### Track usage over the die, run 1

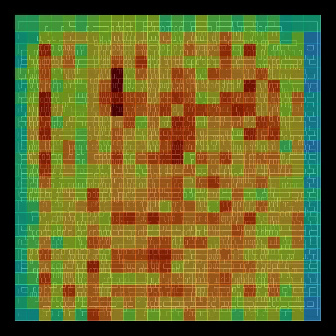
### Wires at chosen ports, followed through buffers, run 1

Drawn at 1.5 px/µm.
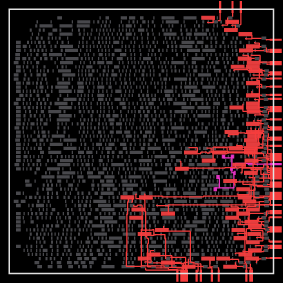
### Clock network drawn from the DEF, run 1

Drawn at 2 px/µm.
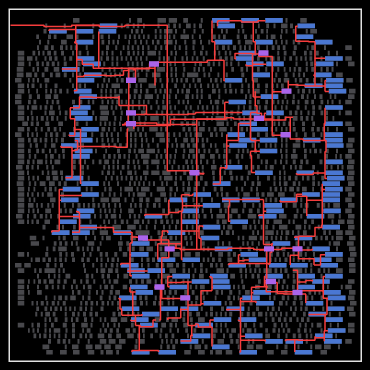
### src/rtl/cpu_defines.sv
// Shared CPU definitions used by the sequential divider.
// Holds word types, the divider FSM state type, the divide step count and
// the control-level aliases used on start_i / ready_o.
package cpu_defines;

   typedef logic [31:0] Word_t;
   typedef logic [63:0] DWord_t;

   // Divider FSM states
   typedef enum logic [1:0] {
      StIdle    = 2'd0,
      StDivZero = 2'd1,
      StOn      = 2'd2,
      StFinish  = 2'd3
   } div_state_e;

   // One quotient bit is produced per cycle
   localparam int unsigned DIV_CYCLES = 32;

   localparam logic DIV_START            = 1'b1;
   localparam logic DIV_RESULT_READY     = 1'b1;
   localparam logic DIV_RESULT_NOT_READY = 1'b0;

endpackage

### src/rtl/div_seq.sv
// Sequential 32-bit restoring divider (MIPS DIV / DIVU).
// One shift-subtract step per cycle on a 65-bit working register; operands
// are latched as magnitudes and the signs are fixed up when the result is
// registered.
// Ports:
//   clk          - clock, all state on rising edge
//   rst          - asynchronous active-high reset
//   start_i      - divide request, held high until ready_o is seen
//   signed_i     - 1: signed (DIV), 0: unsigned (DIVU)
//   opdata1_i    - dividend
//   opdata2_i    - divisor
//   annul_i      - pipeline flush, cancels any operation in progress
//   result_o     - {remainder, quotient}
//   ready_o      - result_o valid
//   stall_req_o  - stall request to the pipeline controller
module div_seq
   import cpu_defines::*;
(
   input  logic   clk,
   input  logic   rst,
   input  logic   start_i,
   input  logic   signed_i,
   input  Word_t  opdata1_i,
   input  Word_t  opdata2_i,
   input  logic   annul_i,
   output DWord_t result_o,
   output logic   ready_o,
   output logic   stall_req_o
);

   localparam int unsigned CntW = $clog2(DIV_CYCLES);

   div_state_e      state_q, state_d;
   logic [CntW-1:0] cnt_q, cnt_d;
   // [64:32] partial remainder, [31:0] dividend bits shifting out / quotient bits in
   logic [64:0]     work_q, work_d;
   Word_t           divisor_q, divisor_d;
   logic            neg_quo_q, neg_quo_d;
   logic            neg_rem_q, neg_rem_d;
   logic            ready_q, ready_d;
   DWord_t          result_q, result_d;

   Word_t       op1_abs, op2_abs;
   logic [64:0] shifted;
   logic [32:0] trial;
   Word_t       quo_fix, rem_fix;
   logic        unused_work_msb;

   always_comb begin
      op1_abs = (signed_i && opdata1_i[31]) ? (~opdata1_i + 32'd1) : opdata1_i;
      op2_abs = (signed_i && opdata2_i[31]) ? (~opdata2_i + 32'd1) : opdata2_i;

      shifted = {work_q[63:0], 1'b0};
      trial   = shifted[64:32] - {1'b0, divisor_q};

      quo_fix = neg_quo_q ? (~work_q[31:0] + 32'd1) : work_q[31:0];
      rem_fix = neg_rem_q ? (~work_q[63:32] + 32'd1) : work_q[63:32];
   end

   // The partial remainder is always below the divisor between steps, so the
   // top bit of the working register stays clear.
   assign unused_work_msb = work_q[64];

   always_comb begin
      state_d   = state_q;
      cnt_d     = cnt_q;
      work_d    = work_q;
      divisor_d = divisor_q;
      neg_quo_d = neg_quo_q;
      neg_rem_d = neg_rem_q;
      ready_d   = ready_q;
      result_d  = result_q;

      if (annul_i) begin
         state_d  = StIdle;
         cnt_d    = '0;
         ready_d  = DIV_RESULT_NOT_READY;
         result_d = '0;
      end else begin
         unique case (state_q)
            StIdle: begin
               ready_d  = DIV_RESULT_NOT_READY;
               result_d = '0;
               cnt_d    = '0;
               if (start_i == DIV_START) begin
                  divisor_d = op2_abs;
                  work_d    = {33'd0, op1_abs};
                  neg_quo_d = signed_i & (opdata1_i[31] ^ opdata2_i[31]);
                  neg_rem_d = signed_i & opdata1_i[31];
                  state_d   = (opdata2_i == '0) ? StDivZero : StOn;
               end
            end
            StDivZero: begin
               if (start_i != DIV_START) begin
                  state_d = StIdle;
                  cnt_d   = '0;
               end else begin
                  // Zero magnitude with no sign fix-up yields a zero result
                  work_d    = '0;
                  neg_quo_d = 1'b0;
                  neg_rem_d = 1'b0;
                  state_d   = StFinish;
               end
            end
            StOn: begin
               if (start_i != DIV_START) begin
                  state_d = StIdle;
                  cnt_d   = '0;
               end else begin
                  // Restoring step: keep the subtraction only if it did not borrow
                  work_d = trial[32] ? shifted : {trial, shifted[31:1], 1'b1};
                  cnt_d  = cnt_q + 1'b1;
                  if (cnt_q == CntW'(DIV_CYCLES - 1)) begin
                     state_d = StFinish;
                  end
               end
            end
            StFinish: begin
               if (start_i == DIV_START) begin
                  ready_d  = DIV_RESULT_READY;
                  result_d = {rem_fix, quo_fix};
               end else begin
                  state_d  = StIdle;
                  cnt_d    = '0;
                  ready_d  = DIV_RESULT_NOT_READY;
                  result_d = '0;
               end
            end
            default: state_d = StIdle;
         endcase
      end
   end

   always_ff @(posedge clk or posedge rst) begin
      if (rst) begin
         state_q   <= StIdle;
         cnt_q     <= '0;
         work_q    <= '0;
         divisor_q <= '0;
         neg_quo_q <= 1'b0;
         neg_rem_q <= 1'b0;
         ready_q   <= DIV_RESULT_NOT_READY;
         result_q  <= '0;
      end else begin
         state_q   <= state_d;
         cnt_q     <= cnt_d;
         work_q    <= work_d;
         divisor_q <= divisor_d;
         neg_quo_q <= neg_quo_d;
         neg_rem_q <= neg_rem_d;
         ready_q   <= ready_d;
         result_q  <= result_d;
      end
   end

   assign result_o    = result_q;
   assign ready_o     = ready_q;
   assign stall_req_o = start_i & ~ready_q;

endmodule
### config.mk
export PLATFORM = sky130hd
export DESIGN_NAME = div_seq
export DESIGN_NICKNAME = d
export VERILOG_FILES = /design/src/rtl/cpu_defines.sv /design/src/rtl/div_seq.sv
export SDC_FILE = /design/constraint.sdc
export NUM_CORES = 1
export LEC_CHECK = 0
export ABC_AREA = 1
export CAP_MARGIN = 20
export CELL_PAD_IN_SITES_DETAIL_PLACEMENT = 1
export CELL_PAD_IN_SITES_GLOBAL_PLACEMENT = 1
export CORE_MARGIN = 1.5
export CORE_UTILIZATION = 45
export CTS_BUF_LIST = sky130_fd_sc_hd__clkbuf_4 sky130_fd_sc_hd__clkbuf_8
export DETAILED_ROUTE_END_ITERATION = 6
export GPL_ROUTABILITY_DRIVEN = 0
export MAX_ROUTING_LAYER = met4
export PLACE_DENSITY_LB_ADDON = 0.15
export SKIP_CTS_REPAIR_TIMING = 1
export SLEW_MARGIN = 40
export SYNTH_ARGS = -nofsm -noshare
export SYNTH_HDL_FRONTEND = slang
export SYNTH_SLANG_ARGS = --single-unit
### constraint.sdc
create_clock -name clk -period 18.35 [get_ports clk]
set_clock_uncertainty 0.2 [all_clocks]
set_input_delay 3.67 -clock clk [delete_from_list [all_inputs] [get_ports clk]]
set_output_delay 3.67 -clock clk [all_outputs]
set_load 0.02 [all_outputs]
==> impl_metrics.tcl, run 1 <==
# implementation run metrics
set metrics [dict create \
    drv_slew 0 \
    cts_tree "built" \
    die_area_um2 30700 \
    muxShareOfSynthArea 0 \
    reg2reg_from "work_q[31]$_DFFE_PP0P_" \
    adder_share 0.04088 \
    ff_latch_area_um2 4255 \
    clock.latency.late_pin_ns 0.50 \
    comb_power_share 0.352 \
    synthTopLogicFamily "simple AND/OR/NAND/NOR gates" \
    peakVddDrop_mv 0.04831 \
    areaGrowthSynthToFinish_pct 14.97 \
    fp.dieW_um 175.2 \
    wl_per_cell_um 17.43 \
    drt-pass1-iter-count 5 \
    final.setup.worst_slack_ns 9.339 \
    outcome "complete, no violations" \
    cp.buffers_inverters 3 \
    fin_crit_ns 9.011 \
    crit_family "buffers and inverters" \
    min_path_type "register to register" \
    warnings 29 \
    power_switching_uw 490.5 \
    dpl_cell_area_um2 14950 \
    netlist_instances 2122 \
    ys_sh_aoi 0.1271 \
    path_cells "clkdlybuf4s50_1, inv_2, nor2_1, clkdlybuf4s50_1" \
    cts_max_level 4 \
    grt_max_degree 100 \
    period_used_share 0.4911 \
    dp_hpwl_mm 35.74 \
    ys_warn_count 0 \
    cts.sinks 170 \
    p_leak_nw 8.035 \
    n_fill_cell 3998 \
    clk_pin_slew_ns 0.08 \
    worstHoldEndpoint "result_o[53]$_DFFE_PP0P_" \
    synth-edff-count 0 \
    top_cells_by_area "dfrtp_1, nand2_1, nand3_1" \
    worst_path_most_repeated_cell "clkdlybuf4s50_1" \
    r2r-end "work_q[39]$_DFFE_PP0P_" \
    setup_viol 0 \
    drtAntennaViolNets 0 \
    top_area_frac 0.3188 \
    worstPathArrival_ns 5.14 \
    dpl_worst_slack_ns 9.376 \
    path_class "primary input to output pin" \
    switching_share 0.4274 \
    fin_hold_ws_ns 0.2838 \
    clk_path_buf_depth 2 \
    final_cell_area_um2 15340 \
    worstMarginPinSlew_ns 0.7743 \
    fin_nets 2330 \
    syn_nets 2234 \
    dp_cells 2583 \
    drtIter0Drc 1071 \
    antenna_found_initial 0 \
    p_int_uw 657.1 \
    rr_worst_depth 17 \
    fmax_mhz 111.0 \
    ys_cells 2122 \
    min_from "result_o[53]$_DFFE_PP0P_" \
    comb_area_um2 7592 \
    cp_slowest_cell "clkdlybuf4s50_1" \
    rsz0062_at_grt "no" \
    synth_area_leader_cell "dfrtp_1" \
    root_buffer "clkbuf_8" \
    common_cells "nand2_1, inv_1, nand3_1" \
    p_per_area_nw_per_um2 74.80 \
    flop_cell "dfrtp_1" \
    share_seq_of_total_power 0.405 \
    whs_path_depth 2 \
    p_total_mw 1.148 \
    wl_mm 45.59 \
    fp-row-count 62 \
    vias 14390 \
    worstPathRequired_ns 14.48 \
    synth-async-reset-ratio 1.000 \
    avgSynthCellArea_um2 6.289 \
    r2r_setup_slack_ns 15.17 \
    fp.coreArea_um2 28940 \
    final_cells 2616 \
]
-- 'Track usage over the die' (at the start) --
GR met1 Demand/Resource: 0.4623
Total GRT Usage: 0.3130
GR Layer Usage met2: 0.4537
Finished Core Util: 0.5303
met3 global-route usage: 0.04134

-- 'Wires at chosen ports, followed through buffers' (at the start) --
red -> result_o  # bits 64, direction output, edge 48 right, 13 bottom, 3 top, end cells 64, buffers 64, wire 1900 µm
magenta -> start_i  # bits 1, direction input, edge right, end cells 6, buffers 1, wire 83.3 µm
io pins: 135
number of port buffers: 134

-- 'Clock network drawn from the DEF' (at the start) --
red -> clock wires  # length 2510 µm
blue -> flip-flops  # count 170
purple -> clock drivers  # count 17
flops lie = spread over the die

[run 1: worst register-to-register path: cells and delay by family, from the launching register on]
| kind | cells | cell delay [ns] |
|---|---|---|
| buf+inv | 2 | 0.21 |
| flops | 1 | 0.50 |
| simple gates | 13 | 1.49 |
| fa+ha+maj | 2 | 0.67 |
[run 1: placed cells by master (no fill, tap or decap), types with 29 or more instances in the layout]
cell             Yosys  final
a21oi_1            102    102
nor3_1              29     29
nand3_1            241    241
ha_1                42     42
nand2_1            661    659
clkdlybuf4s50_1      0    134
inv_1              318    314
o21ai_0            128    128
dfrtp_1            170    169
nor2_1             191    189
[run 1: power by group through the flow]
stage	sequential, mW	combinational (mW)	clock, mW
after global routing	0.471	0.449	0.295
final	0.465	0.404	0.278
after floorplan	0.453	0.274	0
after detailed placement	0.471	0.395	0
after global placement	0.467	0.378	0
after CTS	0.463	0.397	0.281
[run 1: cell type report]
| cell class | count | area share |
|---|---|---|
| Timing Repair Buffer | 141 | 0.09133 |
| Clock inverter | 13 | 0.008725 |
| Antenna cell | 1 | 0.0001631 |
| Clock buffer | 19 | 0.01664 |
| Sequential cell | 170 | 0.2773 |
| Tap cell | 384 | 0.03131 |
| Multi-Input combinational cell | 1565 | 0.4948 |
| Inverter | 323 | 0.07967 |
[run 1: worst max-delay path by stage]
stage                           end    start
4_1_cts                 stall_req_o  start_i
5_1_grt                 stall_req_o  start_i
3_3_place_gp            stall_req_o  start_i
3_5_place_dp            stall_req_o  start_i
6_report                stall_req_o  start_i
2_1_floorplan  cnt_q[0]$_DFFE_PP0P_      rst
[run 1: routing by layer]
metal	up-vias	share of wire	track usage	wire, µm
li1	6976	-	-	-
met1	6927	0.50	0.4623	22710
met2	445	0.42	0.4537	19260
met3	43	0.063	0.04134	2884
met4	0	0.016	0.06944	738
met5	-	0	-	0
==> run 2: changes to the inputs <==
CORE_UTILIZATION = 38   (was 45)
clock period = 7.83 ns   (was 18.35 ns; I/O delays follow)
### Track usage over the die, run 2

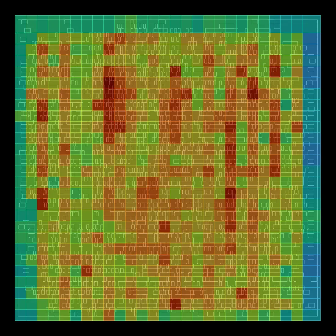
met3 global-route usage: 0.02595
post-DR wirelength/cell: 17.40 µm

==> run 2 against run 1 <==
- design area up 1.1%
- clock-buffer cell count down 1
- synthesized cell count unchanged
- worst setup slack worse by 6.2 ns
- critical endpoint unchanged
- largest cell class unchanged
==> impl_metrics.tcl, run 2 <==
# implementation run metrics
set metrics [dict create \
    cp_slowest_cell "clkdlybuf4s50_1" \
    grt.overflow.total 0 \
    ff_latch_area_um2 4254 \
    flop_cell "dfrtp_1" \
    drt-pass1-iter-count 5 \
    slew_headroom 0.5016 \
    nClkBuffers 18 \
    cts.sinks 170 \
    period_used_share 0.6036 \
    min_path_type "register to register" \
    numCtsBuffers 17 \
    die_h_um 190.4 \
    fp_util 0.3863 \
    synth-edff-count 0 \
    path_cells "clkdlybuf4s50_1, inv_2, nor2_1, clkdlybuf4s50_1" \
    p_int_mw 1.632 \
    warnings 29 \
    route.detailed.drc 0 \
    finalSetupTns_ns 0 \
    drtIter0Drc 842 \
    clk_share 0.02903 \
    ys_seq_share 0.3188 \
    groute.usage.overall 0.2706 \
    clock.latency.late_pin_ns 0.52 \
    fmax_mhz 211.6 \
    io_pins 135 \
    antenna_found_initial 0 \
    grt_pass1_wl_mm 75.23 \
    comb_area_um2 7594 \
    diodes 0 \
    layout_top_cell "nand2_1" \
    biggestCellCategory "multi-input combinational cells" \
    fin_nets 2333 \
    seq_cells 170 \
    synth-async-reset-ratio 1.000 \
    top_cells_by_area "dfrtp_1, nand2_1, nand3_1" \
    share_seq_of_total_power 0.386 \
    drtAntennaViolNets 0 \
    worstPathArrival_ns 2.96 \
    max_cap_viol_count 0 \
    switching_share 0.4179 \
    peakVddDrop_mv 0.1166 \
    sh_seq_area 0.2742 \
    drv_slew 0 \
    clk_pin_slew_ns 0.09 \
    p_leak_nw 8.079 \
    areaGrowthSynthToFinish_pct 16.25 \
    worstMarginPinSlew_ns 0.7475 \
    ys_ff 170 \
    grt_pass1_vias 13900 \
    hold_violations 0 \
    p_total_mw 2.805 \
    dpl_worst_slack_ns 3.114 \
    yosys.cell_types.count 48 \
    fp.dieW_um 190.4 \
    cp-end-kind "output pin" \
    syn_area_um2 13350 \
    fp.coreArea_um2 34540 \
    vias 14240 \
    path_class "primary input to output pin" \
    inv_count 323 \
    rsz0062_at_grt "no" \
    cts_max_level 4 \
    cts_tree "built" \
    outcome "complete, no violations" \
    io_buffer_count 134 \
    common_cells "nand2_1, inv_1, nand3_1" \
    worst_path_most_repeated_cell "clkdlybuf4s50_1" \
    setup_viol 0 \
    top_area_frac 0.3188 \
    fin_hold_ws_ns 0.2861 \
    netlist_instances 2122 \
    comb_area_frac 0.4895 \
    root_buffer "clkbuf_8" \
    die_area_um2 36250 \
    comb_power_share 0.344 \
    dp_cells 2657 \
    synth_area_leader_cell "dfrtp_1" \
    fp-row-count 68 \
    critPathLaunchType "primary input" \
    grt_max_degree 96 \
    p_per_area_nw_per_um2 180.8 \
    clk_path_buf_depth 2 \
    vias_per_cell 5.294 \
    ys_area_um2 13350 \
    final_cell_mix "nand2_1, inv_1, nand3_1" \
    wl_mm 46.78 \
    buf_share 0.09178 \
    final.setup.worst_slack_ns 3.104 \
    buffers 144 \
    syn_nets 2234 \
    avgSynthCellArea_um2 6.289 \
    n_fill_cell 4701 \
    clockPowerShare 0.270 \
    multi_input_comb_cells 1565 \
    taps 455 \
    max_stage_delay_ns 0.61 \
    top_cell "nand2_1" \
    fin_crit_ns 4.726 \
    ys_cells 2122 \
    dp_hpwl_mm 37.01 \
    ys_warn_count 0 \
    power_switching_mw 1.172 \
    drive_gt1_frac 0.03805 \
    crit_path_max_fanout 6 \
    final_cells 2689 \
    worstPathRequired_ns 6.06 \
]
-- run 2: cell counts after synthesis --
No cell type changed its count.
-- run 2: power groups by stage --
stage               clock, mW  sequential [mW]  combinational [mW]
floorplan                   0             1.06               0.642
global placement            0             1.09               0.918
detailed placement          0             1.10               0.951
CTS                     0.763             1.08               0.956
global route            0.795             1.10                1.08
finish                  0.757             1.08               0.964
-- run 2: path summary, 6_finish.rpt --
kind | start | to | slack, ns | depth (start not counted)
max | start_i | stall_req_o | 3.10 | 4
min | result_o[51]$_DFFE_PP0P_ | result_o[51]$_DFFE_PP0P_ | 0.29 | 2
max reg2reg | work_q[31]$_DFFE_PP0P_ | work_q[40]$_DFFE_PP0P_ | 4.60 | 17
min reg2reg | result_o[51]$_DFFE_PP0P_ | result_o[51]$_DFFE_PP0P_ | 0.29 | 2
max in group asynchronous | rst | divisor_q[19]$_DFFE_PP0P_ | 4.86 | 3
min in group asynchronous | rst | result_o[30]$_DFFE_PP0P_ | 1.39 | 2
-- run 2: per-layer routing --
metal,up-vias,wire (µm),global-route usage
li1,6973,-,-
met1,6908,25040,0.4157
met2,307,19040,0.3765
met3,48,1878,0.02595
met4,0,826,0.06390
met5,-,0,-
-- run 2: per-stage QoR --
stage                     utilization  instance area (µm²)
after floorplan                     -                13350
after global placement         0.4356                15050
after detailed placement       0.4359                15060
after CTS                      0.4490                15510
after global routing           0.4491                15510
final                          0.4491                15510
-- run 2: critical path: cells and delay by family --
kind / cells / cell delay (ns)
simple gates: 1 / 0.10
buf+inv: 3 / 1.30
-- run 2: logic make-up after synthesis --
logic type	count (synthesis)	synth area share
compound gates	301	0.1271
xor+xnor	34	0.02231
fa+ha+maj	43	0.04088
buf+inv	387	0.1131
flops	170	0.3188
simple gates	1187	0.3778
Power and IR drop assume default switching activity.
